<file path="config.mk">
export PLATFORM = sky130hd
export DESIGN_NAME = alarma_multi
export DESIGN_NICKNAME = d
export VERILOG_FILES = /design/src/rtl/alarma_multi.sv
export SDC_FILE = /design/constraint.sdc
export NUM_CORES = 1
export LEC_CHECK = 0
export CELL_PAD_IN_SITES_DETAIL_PLACEMENT = 0
export CELL_PAD_IN_SITES_GLOBAL_PLACEMENT = 2
export CORE_AREA = 2 2 142 144
export DETAILED_ROUTE_END_ITERATION = 10
export DIE_AREA = 0 0 144 146
export PLACE_DENSITY_LB_ADDON = 0.1
export REMOVE_ABC_BUFFERS = 1
export SYNTH_ARGS = -nofsm -noshare
export SYNTH_HDL_FRONTEND = slang
export SYNTH_SLANG_ARGS = --single-unit
</file>
<file path="constraint.sdc">
create_clock -name clock -period 8 [get_ports clock]
set_clock_uncertainty 0.15 [all_clocks]
set_input_delay 1.2 -clock clock [delete_from_list [all_inputs] [get_ports clock]]
set_output_delay 1.2 -clock clock [all_outputs]
set_load 0.02 [all_outputs]
</file>
<file path="src/rtl/alarma_multi.sv">
// Multi-slot hour/minute alarm: N_ALARMS independent channels compared against the live
// time. Each channel rings on the first matching cycle and can be snoozed, stopped or time out.
module alarma_multi #(
  parameter int N_ALARMS    = 4,
  parameter int IDX_W       = 2,
  parameter int MIN_W       = 6,
  parameter int HOUR_W      = 5,
  parameter int SNOOZE_MIN  = 5,
  parameter int RING_CYCLES = 1024
) (
  input  logic                clock,
  input  logic                reset,
  input  logic [MIN_W-1:0]    minute_counter,
  input  logic [HOUR_W-1:0]   ore_counter,
  input  logic                load,
  input  logic [IDX_W-1:0]    load_idx,
  input  logic                load_en,
  input  logic [MIN_W-1:0]    minute_setare,
  input  logic [HOUR_W-1:0]   ore_setare,
  input  logic                stop,
  input  logic                snooze,
  output logic [N_ALARMS-1:0] ring,
  output logic                led,
  output logic                load_err
);

  localparam int CNT_W = (RING_CYCLES > 0) ? $clog2(RING_CYCLES + 1) : 1;

  localparam logic [MIN_W:0]    MIN_MOD   = (MIN_W+1)'(60);
  localparam logic [MIN_W:0]    SNZ_ADD   = (MIN_W+1)'(SNOOZE_MIN);
  localparam logic [MIN_W-1:0]  MIN_MAX   = MIN_W'(59);
  localparam logic [HOUR_W-1:0] HOUR_MAX  = HOUR_W'(23);
  localparam logic [IDX_W:0]    IDX_LIMIT = (IDX_W+1)'(N_ALARMS);
  localparam logic [CNT_W-1:0]  CNT_LAST  = CNT_W'((RING_CYCLES > 0) ? RING_CYCLES - 1 : 0);

  typedef enum logic [1:0] {
    S_IDLE    = 2'd0,
    S_RINGING = 2'd1,
    S_SNOOZED = 2'd2
  } state_t;

  // Per-channel state
  logic [MIN_W-1:0]    r_alm_min [N_ALARMS];
  logic [HOUR_W-1:0]   r_alm_ore [N_ALARMS];
  logic [MIN_W-1:0]    r_tgt_min [N_ALARMS];
  logic [HOUR_W-1:0]   r_tgt_ore [N_ALARMS];
  logic [CNT_W-1:0]    r_cnt     [N_ALARMS];
  state_t              r_state   [N_ALARMS];
  logic [N_ALARMS-1:0] r_en;
  logic [N_ALARMS-1:0] r_match;
  logic [N_ALARMS-1:0] r_ring;
  logic                r_load_err;

  // Next-state values
  state_t              w_state_nxt   [N_ALARMS];
  logic [CNT_W-1:0]    w_cnt_nxt     [N_ALARMS];
  logic [MIN_W-1:0]    w_tgt_min_nxt [N_ALARMS];
  logic [HOUR_W-1:0]   w_tgt_ore_nxt [N_ALARMS];
  logic [N_ALARMS-1:0] w_match_nxt;
  logic [N_ALARMS-1:0] w_hit;
  logic [N_ALARMS-1:0] w_trig;
  logic [N_ALARMS-1:0] w_sel;

  logic                w_load_ok;
  logic [MIN_W:0]      w_min_sum;
  logic                w_min_wrap;
  logic [MIN_W-1:0]    w_snz_min;
  logic [HOUR_W-1:0]   w_snz_ore;

  assign w_load_ok = load
                   && ({1'b0, load_idx} < IDX_LIMIT)
                   && (minute_setare <= MIN_MAX)
                   && (ore_setare <= HOUR_MAX);

  // Snooze target depends only on the live time, so one adder serves every channel
  always_comb begin
    w_min_sum  = {1'b0, minute_counter} + SNZ_ADD;
    w_min_wrap = (w_min_sum >= MIN_MOD);
    w_snz_min  = w_min_wrap ? MIN_W'(w_min_sum - MIN_MOD) : w_min_sum[MIN_W-1:0];
    if (!w_min_wrap)
      w_snz_ore = ore_counter;
    else if (ore_counter == HOUR_MAX)
      w_snz_ore = '0;
    else
      w_snz_ore = ore_counter + HOUR_W'(1);
  end

  always_comb begin
    w_hit  = '0;
    w_trig = '0;
    w_sel  = '0;
    for (int unsigned i = 0; i < N_ALARMS; i++) begin
      if (r_state[i] == S_SNOOZED)
        w_hit[i] = (minute_counter == r_tgt_min[i]) && (ore_counter == r_tgt_ore[i]);
      else
        w_hit[i] = (minute_counter == r_alm_min[i]) && (ore_counter == r_alm_ore[i]);
      w_trig[i] = w_hit[i] & ~r_match[i] & r_en[i];
      w_sel[i]  = w_load_ok && (load_idx == IDX_W'(i));
    end
  end

  // Per-channel next state; branch order encodes load > stop > snooze > timeout > trigger
  always_comb begin
    for (int unsigned i = 0; i < N_ALARMS; i++) begin
      w_state_nxt[i]   = r_state[i];
      w_cnt_nxt[i]     = r_cnt[i];
      w_tgt_min_nxt[i] = r_tgt_min[i];
      w_tgt_ore_nxt[i] = r_tgt_ore[i];
      w_match_nxt[i]   = w_hit[i];

      if (w_sel[i]) begin
        w_state_nxt[i] = S_IDLE;
        w_cnt_nxt[i]   = '0;
        w_match_nxt[i] = 1'b1;
      end else if (stop) begin
        w_state_nxt[i] = S_IDLE;
        w_cnt_nxt[i]   = '0;
      end else begin
        case (r_state[i])
          S_RINGING: begin
            if (snooze) begin
              w_state_nxt[i]   = S_SNOOZED;
              w_tgt_min_nxt[i] = w_snz_min;
              w_tgt_ore_nxt[i] = w_snz_ore;
              w_match_nxt[i]   = 1'b1;
              w_cnt_nxt[i]     = '0;
            end else if ((RING_CYCLES > 0) && (r_cnt[i] == CNT_LAST)) begin
              w_state_nxt[i] = S_IDLE;
              w_cnt_nxt[i]   = '0;
            end else if (RING_CYCLES > 0) begin
              w_cnt_nxt[i] = r_cnt[i] + CNT_W'(1);
            end
          end
          S_IDLE, S_SNOOZED: begin
            if (w_trig[i]) begin
              w_state_nxt[i] = S_RINGING;
              w_cnt_nxt[i]   = '0;
            end
          end
          default: begin
            w_state_nxt[i] = S_IDLE;
            w_cnt_nxt[i]   = '0;
          end
        endcase
      end
    end
  end

  always_ff @(posedge clock) begin
    if (reset) begin
      for (int unsigned i = 0; i < N_ALARMS; i++) begin
        r_state[i]   <= S_IDLE;
        r_cnt[i]     <= '0;
        r_alm_min[i] <= '0;
        r_alm_ore[i] <= '0;
        r_tgt_min[i] <= '0;
        r_tgt_ore[i] <= '0;
      end
      r_en       <= '0;
      r_match    <= '1;
      r_ring     <= '0;
      r_load_err <= 1'b0;
    end else begin
      for (int unsigned i = 0; i < N_ALARMS; i++) begin
        r_state[i]   <= w_state_nxt[i];
        r_cnt[i]     <= w_cnt_nxt[i];
        r_tgt_min[i] <= w_tgt_min_nxt[i];
        r_tgt_ore[i] <= w_tgt_ore_nxt[i];
        r_ring[i]    <= (w_state_nxt[i] == S_RINGING);
        if (w_sel[i]) begin
          r_alm_min[i] <= minute_setare;
          r_alm_ore[i] <= ore_setare;
          r_en[i]      <= load_en;
        end
      end
      r_match    <= w_match_nxt;
      r_load_err <= load & ~w_load_ok;
    end
  end

  assign ring     = r_ring;
  assign led      = |r_ring;
  assign load_err = r_load_err;

endmodule
</file>
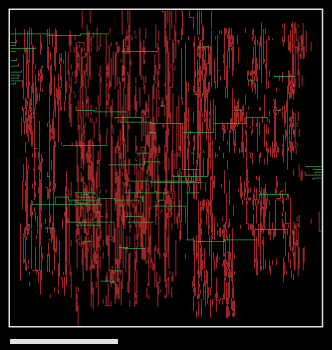
Figure 1: run 1, signal wires by layer.
The bar under the picture is 50 µm long. Two of the layers only.
Key: red = met2 [wire length 10300 µm]; green = met3 [wire length 692 µm]

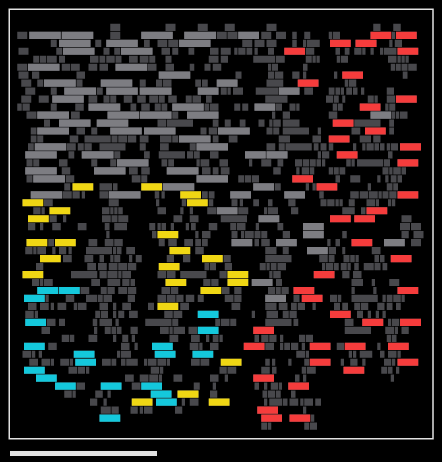
Figure 2: run 1, sequential cells grouped by signal name.
The bar under the picture is 50 µm long. Other sequential cells in the stronger gray, the rest of the logic in the fainter gray.
Key: yellow = `r_tgt_min` [sequential cells 24]; cyan = `r_tgt_ore` [sequential cells 20]; red = `r_cnt` [sequential cells 44]
Another 65 sequential cells are not colored.

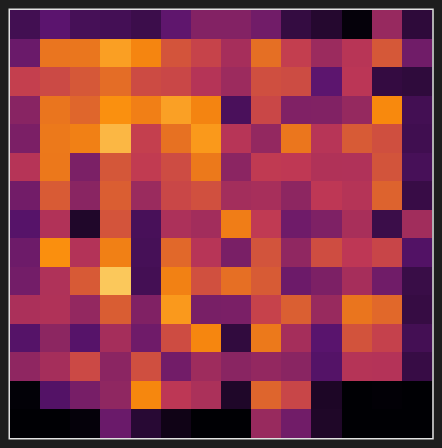
Figure 3: run 1, cell density map.
The die is cut into 14 by 15 equal tiles; black is low, pale yellow is high, 0 to 100% covered.
The mean over all tiles is 42%. 6.2% of the tiles are nearly empty. 3.8% of the tiles are over 75% full. The fullest tile reaches 88%. The emptiest ninth of the die: south-east.

==> results.toml, run 1 <==
# physical design summary
[hold_path]
worst_min_path_class = "flop to flop"
hold-path-cell-count = 2
hold_path_end = "r_cnt[2][10]$_SDFFE_PP0P_"

[finish]
insertedDiodeCount = 0
layout_top_cell_excl_fill_tap = "sky130_fd_sc_hd__dfxtp_1"
largest_cell_class = "combinational gates"
non_clock_inverter_count = 33
final.fill_count = 1877
final_layout_top_logic_cells = "sky130_fd_sc_hd__dfxtp_1, sky130_fd_sc_hd__nand2_1, sky130_fd_sc_hd__nor2_1"
flop_count = 153
area.combinational_um2 = 4210
number_of_flip_flops_in_the_largest_register = 44
comb-cell-share = 0.461
final-clk-cell-share = 0.0639
layout.nets = 912
reg.largest.list = "r_cnt x44, r_alm_min x24, r_tgt_min x24"
final.signal_buffer_count = 39
finish.utilization = 0.472
final_cells = 1153
buf_share = 0.0411

[power_and_ir_drop]
powerComb_uw = 142
maximum_ir_drop_on_the_vdd_rail_mv = 0.133
power_frac_clock = 0.456
comb_power_share = 0.080
seqPwrFrac = 0.464
design_power_total_uw = 1770
seq_power_uw = 823
power_clock_uw = 808
p_leak_uw = 0.00306
power.switching_uw = 483

[cts]
root_buffer = "sky130_fd_sc_hd__clkbuf_16"
tritoncts = "done"
worst_setup_hold_path_clk_slew_ns = 0.07
clock_tree.buffer_depth = 2
cts-hold-fix-buffers = 0
cts_resized = 0
cts_made_buffers = 17
clk-insertion-delay-late_ns = 0.44

[synth]
aoi_share = 0.169
synth-edff-count = 44
netlist_instances = 864
synth.ff_latch_count = 153
yosys_stat_cell_total = 864
postSynth.topFlopCell = "sky130_fd_sc_hd__dfxtp_1"
synth_area_leader_cell = "sky130_fd_sc_hd__dfxtp_1"
synth.cellmix.adderShare = 0.0121
biggest_combinational_cell_group_after_synthesis = "simple AND/OR/NAND/NOR gates"
postSynth.asyncResetShare = 0
mux_area_frac = 0.00494
top_cells_by_area = "sky130_fd_sc_hd__dfxtp_1, sky130_fd_sc_hd__edfxtp_1, sky130_fd_sc_hd__xor2_1, sky130_fd_sc_hd__xnor2_1, sky130_fd_sc_hd__and2_1"
synth.cell_area_um2 = 8100
synth.avg_cell_area_um2 = 9.37
post-synth-top-count-cell = "sky130_fd_sc_hd__dfxtp_1"
synth-warning-count = 0
top_cells_by_count = "sky130_fd_sc_hd__dfxtp_1, sky130_fd_sc_hd__nand2_1, sky130_fd_sc_hd__nor2_1"
simple_gate_share = 0.228
synth-area-yosys_um2 = 8100

[worst_setup_path]
worst_path_most_repeated_cell = "sky130_fd_sc_hd__ha_1"
timing.critical_path.slowest_cell_delay_ns = 0.84
timing.critical_path.slowest_stage_cell = "sky130_fd_sc_hd__clkdlybuf4s50_1"
critical_path.cell_chain = "clkdlybuf4s50_1, ha_1, xnor2_1, ha_1, o211a_1, o21a_2, nor3_1, a311oi_1, a211oi_1"
worst-r2r-cell-count = 5
setup.reg_to_reg.worst_slack_ns = 5.37
critical_path_class = "input port to flop"
rr_endpoint = "r_cnt[1][6]$_SDFFE_PP0P_"
worstReg2RegStart = "r_tgt_ore[1][2]$_SDFFE_PP0P_"
critPathCapture = "r_tgt_min[0][3]$_SDFFE_PP0P_"
max_fo_critical_path = 17
worst-endpoint-arrival_ns = 4.35
worst_path_dominant_cell_family = "AND-OR/OR-AND gates"
worstSetupStartpointType = "input port"

[run]
warnings = 25
maxCapViolations = 0

[grt]
grt_antenna_before_repair = 0
overflow = 0
grt_max_degree = 69
groute.layer.met1.usage = 0.277
grt_first_pass_wirelength_mm = 33.4
grt-busiest-layer = "met2"
grtUsageMet3 = 0.0401
grt.met2_usage = 0.339

[final_timing]
slew_headroom = 0.234
fin_crit_sh = 0.530
grt_setup_unrepaired = "no"
fin_ws_ns = 3.76
timing_max_transition_violations_final = 0
hold_slack_ns = 0.308
tightest_slew_ns = 1.14
fmax_mhz = 236
hold_violations = 0

[placed_design]
routabilityCongestion = 0.784
detailed_place.area_um2 = 8540
dp_cells = 1121

[routing]
detail_route.wl_per_cell_um = 18.1
route.vias.total = 6357
drt-initial-drc-count = 348
routedLengthMet1_mm = 9.66
met2WireLength_mm = 10.3
detail_route.drc_violations = 0
route.detailed.vias_per_inst = 5.51
ant_nets = 0
postRouteWirelength_mm = 20.9
maxUsedRoutingLayer = "met4"
met3_wirelength_um = 692

[status]
outcome = "finished clean"

[die]
design.portCount = 36
core_util_floorplan = 0.419
core_region_area_um2 = 19300
die_width_um = 144
num_rows = 51
die_y_um = 146
fp.dieArea_um2 = 21000
--- run 2 (diff from run 1) ---
Settings changed: CORE_AREA 2 2 142 144 to 2 2 156 158, DIE_AREA 0 0 144 146 to 0 0 158 160.
Clock period 8 ns to 3.7 ns, I/O delays scaled along.
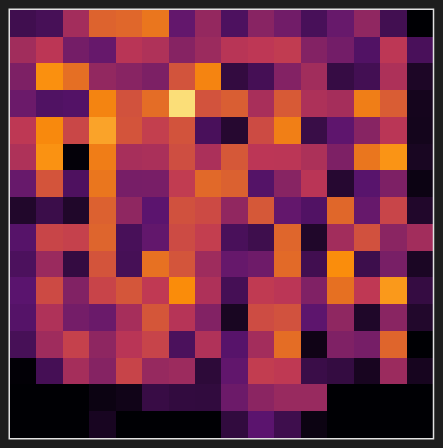
Figure 4: run 2, cell density map.
The die is cut into 16 by 16 equal tiles; black is low, pale yellow is high, 0 to 100% covered.
The fullest tile reaches 93%. 2.7% of the tiles are over 75% full. The mean over all tiles is 36%.

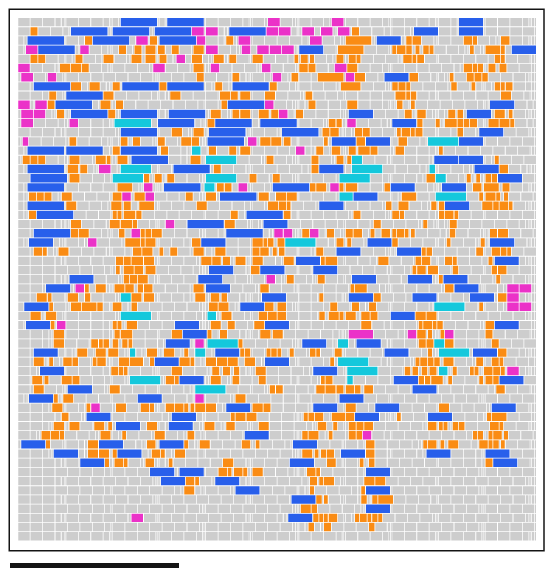
Figure 5: run 2, cells colored by class.
The bar under the picture is 50 µm long. Fill, decap, tap and diode cells in gray.
Key: orange = all other logic [cells 664, share of their area 48%]; magenta = other buffers and delay cells [cells 71, share of their area 7.0%]; blue = flip-flops [cells 153, share of their area 39%]; cyan = clock drivers and dummy loads [cells 32, share of their area 6.3%]

==> results.toml, run 2 <==
# physical design summary
[synth]
synth-warning-count = 0
simple_gate_share = 0.228
synth.cell_area_um2 = 8100
top_cells_by_area = "sky130_fd_sc_hd__dfxtp_1, sky130_fd_sc_hd__edfxtp_1, sky130_fd_sc_hd__xor2_1, sky130_fd_sc_hd__xnor2_1, sky130_fd_sc_hd__and2_1"
synth_area_leader_cell = "sky130_fd_sc_hd__dfxtp_1"
synth-area-yosys_um2 = 8100
post-synth-top-count-cell = "sky130_fd_sc_hd__dfxtp_1"
synth.ff_latch_count = 153
aoi_share = 0.169
synth.avg_cell_area_um2 = 9.37
netlist_instances = 864
synth-edff-count = 44
biggest_combinational_cell_group_after_synthesis = "simple AND/OR/NAND/NOR gates"
postSynth.topFlopCell = "sky130_fd_sc_hd__dfxtp_1"
yosys_stat_cell_total = 864
postSynth.asyncResetShare = 0
top_cells_by_count = "sky130_fd_sc_hd__dfxtp_1, sky130_fd_sc_hd__nand2_1, sky130_fd_sc_hd__nor2_1"
mux_area_frac = 0.00494
synth.cellmix.adderShare = 0.0121
ys_sh_xor = 0.105

[finish]
final.fill_count = 2411
flop_count = 153
final-clk-cell-share = 0.0599
number_of_flip_flops_in_the_largest_register = 44
final_layout_top_logic_cells = "sky130_fd_sc_hd__dfxtp_1, sky130_fd_sc_hd__nand2_1, sky130_fd_sc_hd__nor2_1"
largest_cell_class = "combinational gates"
post_route_cells_drive_above_1_share = 0.109
finish.utilization = 0.396
insertedDiodeCount = 0
regMostFlops = "r_cnt"
seq_area_frac = 0.371
reg.largest.list = "r_cnt x44, r_alm_min x24, r_tgt_min x24"
seq_area_um2 = 3500
n_clock_buffer = 17
final.signal_buffer_count = 71
non_clock_inverter_count = 33
final_cells = 1244
area_growth_pct = 16.5
layout.nets = 944
area.combinational_um2 = 4210
buf_share = 0.0666
comb-cell-share = 0.446
layout_top_cell_excl_fill_tap = "sky130_fd_sc_hd__dfxtp_1"

[final_timing]
fmax_mhz = 324
totalNegativeSetupSlack_ns = 0
hold_violations = 0
hold_slack_ns = 0.310
grt_setup_unrepaired = "no"
tightest_slew_ns = 0.709
timing_max_transition_violations_final = 0
slew_headroom = 0.521
fin_ws_ns = 0.617
fin_crit_sh = 0.833

[status]
outcome = "finished clean"

[routing]
drt-initial-drc-count = 452
route.vias.total = 6474
met3_wirelength_um = 794
detail_route.wl_per_cell_um = 18.2
detail_route.drc_violations = 0
route.detailed.vias_per_inst = 5.20
drt-pass1-iter-count = 5
routedLengthMet1_mm = 10.8
ant_nets = 0
met2WireLength_mm = 10.7
maxUsedRoutingLayer = "met4"
postRouteWirelength_mm = 22.6

[placed_design]
dp_cells = 1212
detailed_place.area_um2 = 8870
routabilityCongestion = 0.822
pre_cts_slack_ns = 0.232

[die]
core_region_area_um2 = 23800
design.portCount = 36
num_rows = 57
tap-cell-count = 324
die_width_um = 158
core_util_floorplan = 0.340
fp.dieArea_um2 = 25300
die_y_um = 160

[cts]
clk-insertion-delay-late_ns = 0.43
cts-hold-fix-buffers = 0
cts_made_buffers = 17
cts_resized = 0
ctsHtreeMaxLevel = 4
clock_tree.buffer_depth = 2
root_buffer = "sky130_fd_sc_hd__clkbuf_16"
post_cts.repair.setup_buffers = 0
worst_setup_hold_path_clk_slew_ns = 0.07
tritoncts = "done"

[power_and_ir_drop]
p_leak_uw = 0.00320
power.switching_uw = 997
seq_power_uw = 1780
power_top_consumer = "sequential cells"
seqPwrFrac = 0.464
power_frac_clock = 0.448
comb_power_share = 0.087
maximum_ir_drop_on_the_vdd_rail_mv = 0.247
power_clock_uw = 1720
powerComb_uw = 335
switching_share = 0.260
design_power_total_uw = 3830

[grt]
grt_antenna_before_repair = 0
groute.layer.met1.usage = 0.254
grtUsageMet3 = 0.0407
grt-busiest-layer = "met2"
grt.met2_usage = 0.298
global_route.usage.total = 0.186
grt_first_pass_wirelength_mm = 36.1
overflow = 0
grt_max_degree = 47

[hold_path]
hold-path-cell-count = 2
worst_hold_startpoint = "r_cnt[2][10]$_SDFFE_PP0P_"
worst_min_path_class = "flop to flop"
hold_path_end = "r_cnt[2][10]$_SDFFE_PP0P_"

[worst_setup_path]
cp_num_buf_inv = 1
worstReg2RegStart = "r_cnt[0][0]$_SDFFE_PP0P_"
timing.critical_path.slowest_stage_cell = "sky130_fd_sc_hd__clkdlybuf4s50_1"
timing.critical_path.slowest_cell_delay_ns = 0.58
critPathCapture = "r_tgt_min[2][3]$_SDFFE_PP0P_"
worst-r2r-cell-count = 7
max_fo_critical_path = 13
endpoint_kind = "flop"
critical_path.cell_chain = "clkdlybuf4s50_1, ha_1, xnor2_1, ha_1, o211a_1, o21a_2, nor3_1, a311oi_1, a211oi_1"
cp_data_required_time_ns = 3.84
worst_path_most_repeated_cell = "sky130_fd_sc_hd__ha_1"
critical_path_class = "input port to flop"
rr_endpoint = "r_cnt[0][5]$_SDFFE_PP0P_"
worstSetupStartpointType = "input port"
worst_path_dominant_cell_family = "AND-OR/OR-AND gates"
worst-endpoint-arrival_ns = 3.22
setup.reg_to_reg.worst_slack_ns = 1.28
critical_path_cell_count = 9

[run]
maxCapViolations = 0
warnings = 25
